**Run 1: wire density map**

The bar under the picture is 20 um long. 17 x 17 tiles, from dark purple (low) to yellow (high), scaled to the fullest tile. Values are wire area over tile area, all layers added.
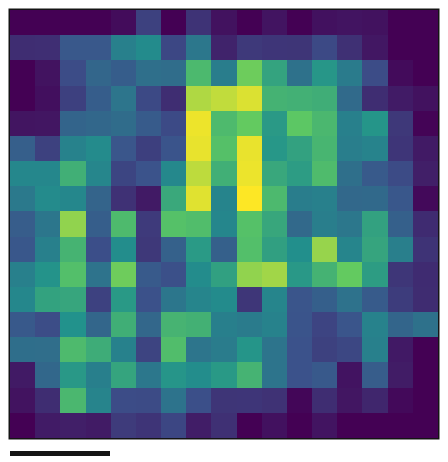
**Run 1: cell placement**

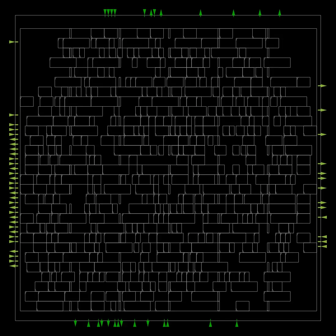
**Run 1: the metal 4 layer**

The bar under the picture is 20 um long. Supply wires on this layer in gray.
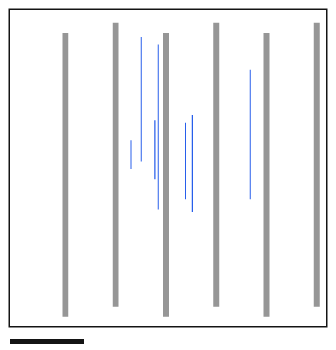
$ cat config.mk
export PLATFORM = sky130hd
export DESIGN_NAME = aidan_mcnay_iter_remainder
export DESIGN_NICKNAME = d
export VERILOG_FILES = /design/src/rtl/aidan_mcnay_iter_remainder.sv
export SDC_FILE = /design/constraint.sdc
export NUM_CORES = 1
export LEC_CHECK = 0
export ABC_CLOCK_PERIOD_IN_PS = 4900
export CORE_UTILIZATION = 46
export CTS_BUF_LIST = sky130_fd_sc_hd__clkbuf_8
export CTS_CLUSTER_SIZE = 40
export DETAILED_ROUTE_END_ITERATION = 6
export GPL_TIMING_DRIVEN = 0
export PLACE_DENSITY = 0.74
export SLEW_MARGIN = 20
export SYNTH_ARGS = -nofsm -noshare
export SYNTH_HDL_FRONTEND = slang
export SYNTH_SLANG_ARGS = --single-unit
$ cat constraint.sdc
create_clock -name clk -period 4.9 [get_ports clk]
set_clock_uncertainty 0.15 [all_clocks]
set_input_delay 0.735 -clock clk [delete_from_list [all_inputs] [get_ports clk]]
set_output_delay 0.735 -clock clk [all_outputs]
set_load 0.005 [all_outputs]
$ cat src/rtl/aidan_mcnay_iter_remainder.sv
// Iterative restoring divider: one quotient bit per CALC cycle, val/rdy on both sides.
module aidan_mcnay_iter_remainder #(
    parameter int unsigned nbits = 16
) (
    input  logic             clk,
    input  logic             reset,
    input  logic             istream_val,
    output logic             istream_rdy,
    input  logic [nbits-1:0] istream_dividend,
    input  logic [nbits-1:0] istream_divisor,
    output logic             ostream_val,
    input  logic             ostream_rdy,
    output logic [nbits-1:0] ostream_remainder,
    output logic [nbits-1:0] ostream_quotient
);

    localparam int unsigned CNT_W = $clog2(nbits + 1);
    localparam int unsigned P_W   = nbits + 1;

    typedef enum logic [1:0] {
        IDLE = 2'd0,
        CALC = 2'd1,
        DONE = 2'd2
    } state_t;

    state_t             r_state;
    state_t             w_state_nxt;

    // The partial remainder is always below the divisor, so bit nbits of the
    // (nbits+1)-bit remainder is identically zero and is not stored.
    logic [nbits-1:0]   r_rem;
    logic [nbits-1:0]   r_q;
    logic [nbits-1:0]   r_div;
    logic [CNT_W-1:0]   r_cnt;

    logic [nbits-1:0]   w_rem_nxt;
    logic [nbits-1:0]   w_q_nxt;
    logic [nbits-1:0]   w_div_nxt;
    logic [CNT_W-1:0]   w_cnt_nxt;

    logic [P_W-1:0]     w_p;
    logic               w_ge;
    logic [nbits-1:0]   w_diff;

    // Shift the next dividend bit into the partial remainder and trial-subtract.
    assign w_p    = {r_rem, r_q[nbits-1]};
    assign w_ge   = (w_p >= {1'b0, r_div});
    assign w_diff = w_p[nbits-1:0] - r_div;

    // Handshake flags decode straight from the state register.
    assign istream_rdy       = (r_state == IDLE);
    assign ostream_val       = (r_state == DONE);
    assign ostream_remainder = r_rem;
    assign ostream_quotient  = r_q;

    // State and datapath registers with synchronous active-low reset.
    always_ff @(posedge clk) begin
        if (!reset) begin
            r_state <= IDLE;
            r_rem   <= '0;
            r_q     <= '0;
            r_div   <= '0;
            r_cnt   <= '0;
        end else begin
            r_state <= w_state_nxt;
            r_rem   <= w_rem_nxt;
            r_q     <= w_q_nxt;
            r_div   <= w_div_nxt;
            r_cnt   <= w_cnt_nxt;
        end
    end

    // Next-state and datapath update.
    always_comb begin
        w_state_nxt = r_state;
        w_rem_nxt   = r_rem;
        w_q_nxt     = r_q;
        w_div_nxt   = r_div;
        w_cnt_nxt   = r_cnt;

        case (r_state)
            IDLE: begin
                if (istream_val) begin
                    w_q_nxt     = istream_dividend;
                    w_div_nxt   = istream_divisor;
                    w_rem_nxt   = '0;
                    w_cnt_nxt   = CNT_W'(nbits);
                    w_state_nxt = CALC;
                end
            end
            CALC: begin
                w_q_nxt   = {r_q[nbits-2:0], w_ge};
                w_rem_nxt = w_ge ? w_diff : w_p[nbits-1:0];
                w_cnt_nxt = r_cnt - CNT_W'(1);
                if (r_cnt == CNT_W'(1)) begin
                    w_state_nxt = DONE;
                end
            end
            DONE: begin
                if (ostream_rdy) begin
                    w_state_nxt = IDLE;
                end
            end
            default: begin
                w_state_nxt = IDLE;
            end
        endcase
    end

endmodule

==> flow_metrics.env, run 1 <==
# source this file to load flow results
export IMPL_outcome="finished, final reports clean"
export IMPL_fp_nets=455
export IMPL_hold_path_class="flip-flop to flip-flop"
export IMPL_synth_edff_count=0
export IMPL_final_setup_tns_ns=0
export IMPL_drc=0
export IMPL_dr_pass1_iters=4
export IMPL_drt_initial_drc_count=162
export IMPL_core_mm2=0.00653
export IMPL_nets=530
export IMPL_finalCritPeriodShare_pct=56.4
export IMPL_crit_arrival_ns=2.83
export IMPL_worstMarginPinSlew_ns=0.750
export IMPL_grt_first_pass_wirelength_um=13900
export IMPL_yosysUniqueCellTypes=55
export IMPL_grt_max_degree=18
export IMPL_port_buffers=68
export IMPL_htree_levels=2
export IMPL_max_cap_violations=0
export IMPL_path_class="flip-flop to flip-flop"
export IMPL_cts_setup_buffers=0
export IMPL_drive_gt1_share_pct=7.14
export IMPL_grt_setup_unrepaired="false"
export IMPL_die_x_um=85.3
export IMPL_path_delay_family="AND-OR/OR-AND gates"
export IMPL_antenna_cells=0
export IMPL_clk_latency_ns=0.31
export IMPL_fin_crit_ns=2.77
export IMPL_netlist_instances=400
export IMPL_vias=3112
export IMPL_p_leak_nw=1.60
export IMPL_p_per_area_mw_per_mm2=557
export IMPL_ctsHoldBuffers=0
export IMPL_gp_congestion=0.842
export IMPL_cp_required_ns=4.96
export IMPL_ctsRootBufferMaster="clkbuf_8"
export IMPL_drtAntennaViolNets=0
export IMPL_critPathSlowestCell="o21bai_2"
export IMPL_cts_buffers_inserted=5
export IMPL_synthTopCellsByArea="dfxtp_1 34%, ha_1 7.1%, nand2_1 6.7%"
export IMPL_dp_cells=545
export IMPL_io_pin_count=70
export IMPL_top_area_cell="dfxtp_1"
export IMPL_synth_warnings=0
export IMPL_max_clock_freq_mhz=362
export IMPL_vias_per_cell=5.63
export IMPL_top_area_share_pct=34.5
export IMPL_cts_resized=0
export IMPL_worst_path_buf_inv=2
export IMPL_cts_tree="built"
export IMPL_antenna_found_initial=0
export IMPL_warnings=27
export IMPL_wirelength_um=8240
export IMPL_ys_cells=400
export IMPL_worstSetupStartpointType="flip-flop"
export IMPL_syn_cell_area_mm2=0.00319
export IMPL_synth_flops=55
export IMPL_slowest_delay_ns=0.47
export IMPL_path_clk_slew_ns=0.11
export IMPL_whs_ns=0.313
export IMPL_dp_hpwl_um=6030
## Picture notes: 'wire density map'
fullest tile = 0.52
mean over tiles = 0.18
densest ninth of the die = center
tiles over half the peak = 26%
nearly empty tiles = 9.0%

## Picture notes: 'cell placement'
num rows: 29
Flop Count: 55
Well Taps: 77
Filler Cell Count: 612
final instance count without filler cells: 553

## Picture notes: 'the metal 4 layer'
wire length on this layer = 182 um
nets with wire on the layer = 6
share of all routed wire = 2.2%
main direction = vertical

[run 1: cells in the mapped netlist, drive strengths merged, types with 6 or more instances]
cell and instances:
nand2 58, dfxtp 55, a21oi 42, nor2 31
inv 24, nor2b 21, o21ai 21, clkbuf 18
ha 18, o221a 15, a21boi 7, nand3 6
xnor2 6
[run 1: cell usage in the layout (no fill, tap or decap), drive strengths merged, types with 5 or more instances in the layout]
master         count
o221a             15
nand3              6
a21oi             42
nor2              31
a32oi              5
a211oi             5
a21boi             7
nor2b             21
inv               25
ha                18
clkdlybuf4s50     68
and2               5
a21o               5
dfxtp             55
xnor2              6
o21ai             21
nand2             58
clkbuf            23
[run 1: path summary, 6_finish.rpt]
| check | startpoint | endpoint | slack (ns) | depth (start not counted) |
|---|---|---|---|---|
| setup / recovery | r_div[4]$_SDFFE_PN0P_ | ostream_remainder[1]$_SDFFE_PN0P_ | 2.13 | 10 |
| setup reg to reg | r_div[4]$_SDFFE_PN0P_ | ostream_remainder[1]$_SDFFE_PN0P_ | 2.13 | 10 |
| hold / removal | r_div[12]$_SDFFE_PN0P_ | r_div[12]$_SDFFE_PN0P_ | 0.31 | 2 |
| hold reg to reg | r_div[12]$_SDFFE_PN0P_ | r_div[12]$_SDFFE_PN0P_ | 0.31 | 2 |
[run 1: logic make-up (layout without fill, tap and decap cells)]
family | Yosys count | after routing | share of synthesized area [%]
xor+xnor | 10 | 10 | 2.74
simple gates | 140 | 140 | 20.3
mux | 5 | 5 | 1.61
fa+ha+maj | 19 | 19 | 7.68
buf+inv | 45 | 121 | 5.61
compound gates | 126 | 126 | 27.5
flops | 55 | 55 | 34.5
[run 1: stage by stage]
step | setup WS, ns | area [um2] | utilization [%]
2_1_floorplan | 2.54 | 3190 | -
3_3_place_gp | 2.12 | 3970 | 60.8
3_5_place_dp | 2.06 | 3970 | 60.8
4_1_cts | 2.17 | 4060 | 62.1
5_1_grt | 1.91 | 4060 | 62.1
6_report | 2.13 | 4060 | 62.1
[run 1: routing by layer]
metal | routed length [um] | GRT usage, % | share of wire [%]
met4 | 181 | 8.79 | 2.2
met5 | 0 | 0 | 0
met2 | 3680 | 39.1 | 45
met3 | 442 | 4.47 | 5.4
met1 | 3940 | 30.8 | 48
[run 1: layout make-up]
class                           instances  area [um2]  share of cell area (%)
Inverter                               24        90.1                    2.22
Buffer                                 21        88.8                    2.19
Clock buffer                            5        68.8                    1.70
Multi-Input combinational cell        300        1910                    47.1
Tap cell                               77        96.3                    2.38
Clock inverter                          3        18.8                   0.463
Sequential cell                        55        1100                    27.1
Timing Repair Buffer                   68         681                    16.8
[run 1: sequential cells by signal (all words and copies together) (netlist names)]
register,cells
ostream_quotient,16
ostream_remainder,16
r_state,2
r_cnt,5
r_div,16
[run 1: where the power goes]
group	switching, mW	internal, mW	total [mW]
clock network	0.157	0.101	0.259
logic	0.772	0.627	1.40
registers	0.0752	0.525	0.600
[run 1: tightest hold or removal path, cell delays in order (launching register included)]
cell and delay, ns:
dfxtp_1 0.33, nand2_1 0.05, a21oi_1 0.05
**Run 1: register map, names as in the netlist**

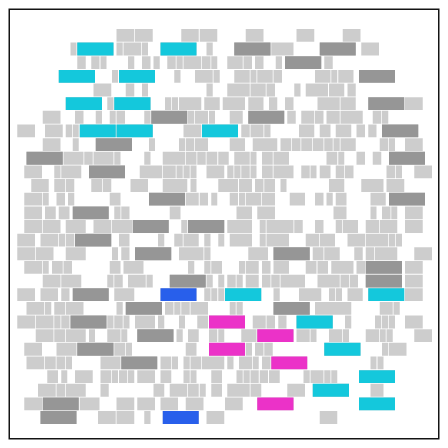

==> inputs of run 2 (changes only) <==
Settings changed: ABC_CLOCK_PERIOD_IN_PS 4900 to 2750.
Clock period 4.9 ns to 2.75 ns, I/O delays scaled along.
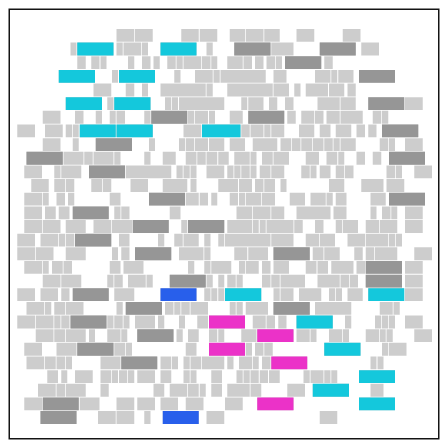
**Above:** run 2 (register map, names as in the netlist).
`r_div` -> cyan  # sequential cells 16, where widely spread
`r_state` -> blue  # sequential cells 2
`r_cnt` -> magenta  # sequential cells 5
not colored = 32

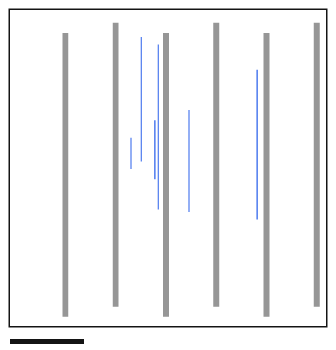
**Above:** run 2 (the metal 4 layer).
The bar under the picture is 20 um long. Supply wires on this layer in gray.
longest straight run = 44.2 um
nets with wire on the layer = 5
share of all routed wire = 2.0%
wire length on this layer = 169 um

==> run 2 against run 1 <==
Via count rose by 2.7%. Register-to-register slack got worse by 2.0 ns. Maximum frequency rose by 5.0%. Critical endpoint is now ostream_remainder[11]$_SDFFE_PN0P_. Worst setup slack got worse by 2.0 ns. Largest cell class unchanged. Highest routed layer unchanged. Critical path depth rose by 1. First-iteration DRC count rose by 42%. Critical path type unchanged. Combinational power rose by 99%. Sequential cell count did not move.
==> flow_metrics.env, run 2 <==
# source this file to load flow results
export IMPL_outcome="finished, final reports clean"
export IMPL_yosysUniqueCellTypes=55
export IMPL_synth_async_reset_ratio_pct=0
export IMPL_netlist_instances=400
export IMPL_lay_top_cells="68 x clkdlybuf4s50_1, 57 x nand2_1, 54 x dfxtp_1"
export IMPL_ctsHoldBuffers=0
export IMPL_seq_area_frac_synth_pct=34.5
export IMPL_yosysMostFrequentCell="nand2_1"
export IMPL_crit_fanout=10
export IMPL_ys_chip_area_mm2=0.00319
export IMPL_ys_flop_type="dfxtp_1"
export IMPL_area_growth_pct=31.6
export IMPL_worstMarginPinSlew_ns=0.761
export IMPL_dp_cells=545
export IMPL_top_area_share_pct=34.5
export IMPL_finalMaxSlewViolations=0
export IMPL_dp_slack_ns=0.0352
export IMPL_grt_overflow=0
export IMPL_final_hold_violation_count=0
export IMPL_hold_path_class="flip-flop to flip-flop"
export IMPL_core_mm2=0.00653
export IMPL_drive_gt1_share_pct=10.2
export IMPL_die_area_mm2=0.00728
export IMPL_drc=0
export IMPL_cts_tree="built"
export IMPL_synthTopCellsByArea="dfxtp_1 34%, ha_1 7.1%, nand2_1 6.7%"
export IMPL_grt_use_total_pct=23.7
export IMPL_common_cells="57 x nand2_1, 55 x dfxtp_1, 42 x a21oi_1, 31 x nor2_1, 24 x inv_1"
export IMPL_clk_latency_ns=0.31
export IMPL_drtAntennaViolNets=0
export IMPL_grt_pass1_vias=3023
export IMPL_ctsRootBufferMaster="clkbuf_8"
export IMPL_top_area_cell="dfxtp_1"
export IMPL_syn_cell_area_mm2=0.00319
export IMPL_grt_max_degree=18
export IMPL_dp_hpwl_um=6030
export IMPL_ir_worst_vdd_uv=555
export IMPL_setup_viol=0
export IMPL_grt_first_pass_wirelength_um=13900
export IMPL_antenna_cells=0
export IMPL_worstSetupStartpointType="flip-flop"
export IMPL_max_cap_violations=0
export IMPL_vias_per_cell=5.72
export IMPL_final_setup_tns_ns=0
export IMPL_fp_nets=455
export IMPL_routedWlPerCell_um=15.2
export IMPL_cp_required_ns=2.79
export IMPL_synth_flops=55
export IMPL_total_power_mw=4.33
export IMPL_syn_avg_cell_area_um2=7.98
export IMPL_path_class="flip-flop to flip-flop"
export IMPL_crit_arrival_ns=2.67
export IMPL_cts_buffers_inserted=5
export IMPL_io_pin_count=70
export IMPL_rows=29
export IMPL_max_clock_freq_mhz=380
export IMPL_drt_initial_drc_count=230
export IMPL_antenna_found_initial=0
export IMPL_ys_cells=400
export IMPL_port_buffers=68
export IMPL_gp_congestion=0.842
export IMPL_timing_final_ws_setup_ns=0.117
export IMPL_whs_ns=0.313
export IMPL_slew_headroom_pct=48.9
export IMPL_layout_top_cell="clkdlybuf4s50_1"
export IMPL_end_kind="flip-flop"
export IMPL_p_leak_nw=1.63
export IMPL_dr_pass1_iters=4
export IMPL_die_x_um=85.3
export IMPL_nets=536
export IMPL_die_height_um=85.3
export IMPL_wirelength_um=8480
export IMPL_vias=3197
export IMPL_synth_edff_count=0
export IMPL_cts_buffer_depth=2
export IMPL_p_per_area_mw_per_mm2=1030
export IMPL_cts_sinks=55
export IMPL_warnings=27
export IMPL_synth_warnings=0
export IMPL_fin_cells=559
export IMPL_path_clk_slew_ns=0.10
export IMPL_finalCritPeriodShare_pct=95.7
export IMPL_htree_levels=2
export IMPL_fin_crit_ns=2.63
export IMPL_fp_util_pct=48.9
==> run 2: cell counts after synthesis <==
No cell type changed its count.
==> run 2: area by class of cell <==
class / count / area (um2)
inverter: 24 / 90.1
tap: 77 / 96.3
clock buffer: 5 / 68.8
timing repair buffer: 74 / 726
clock inverter: 3 / 18.8
buffer: 21 / 91.3
multi-input combinational: 300 / 2010
sequential: 55 / 1100
fill: 590 / 2330
==> run 2: report_power, final <==
part	switching [mW]	internal, mW
Clock	0.278	0.180
Sequential	0.152	0.936
Combinational	1.46	1.32
==> run 2: cell families after synthesis <==
family,share of synthesized area (%)
mux,1.61
xor+xnor,2.74
fa+ha+maj,7.68
flops,34.5
buf+inv,5.61
compound gates,27.5
simple gates,20.3
==> run 2: metal layers <==
layer / up-vias / track usage, % / wire length (um)
li1: 1577 / - / -
met1: 1503 / 30.8 / 3840
met2: 103 / 39.1 / 4020
met3: 14 / 4.47 / 451
met4: 0 / 8.79 / 168
met5: - / 0 / 0
==> run 2: path summary, 6_finish.rpt <==
kind,from,end,slack (ns),depth (start not counted)
max,r_div[9]$_SDFFE_PN0P_,ostream_remainder[11]$_SDFFE_PN0P_,0.12,11
min,r_div[12]$_SDFFE_PN0P_,r_div[12]$_SDFFE_PN0P_,0.31,2
max reg2reg,r_div[9]$_SDFFE_PN0P_,ostream_remainder[11]$_SDFFE_PN0P_,0.12,11
min reg2reg,r_div[12]$_SDFFE_PN0P_,r_div[12]$_SDFFE_PN0P_,0.31,2
==> run 2: what timing repair did <==
action,CTS,global route
setup endpoints to repair,0,16
gates resized,0,18
setup buffers,0,6
==> run 2: stage by stage <==
stage	util, %	instance area [um2]
after floorplan	-	3190
after global placement	60.8	3970
after detailed placement	60.8	3970
after CTS	62.1	4060
after global routing	64.3	4200
final	64.3	4200
==> run 2: critical path: stages, from the launching register on <==
cell,delay [ns]
dfxtp_2,0.35
inv_1,0.04
ha_1,0.26
buf_4,0.14
nand4_1,0.12
or2_1,0.28
o31a_1,0.33
o21a_2,0.14
and2_2,0.17
buf_2,0.19
a32oi_1,0.21
o21ai_0,0.13
Power is estimated from default activity; no workload was simulated.
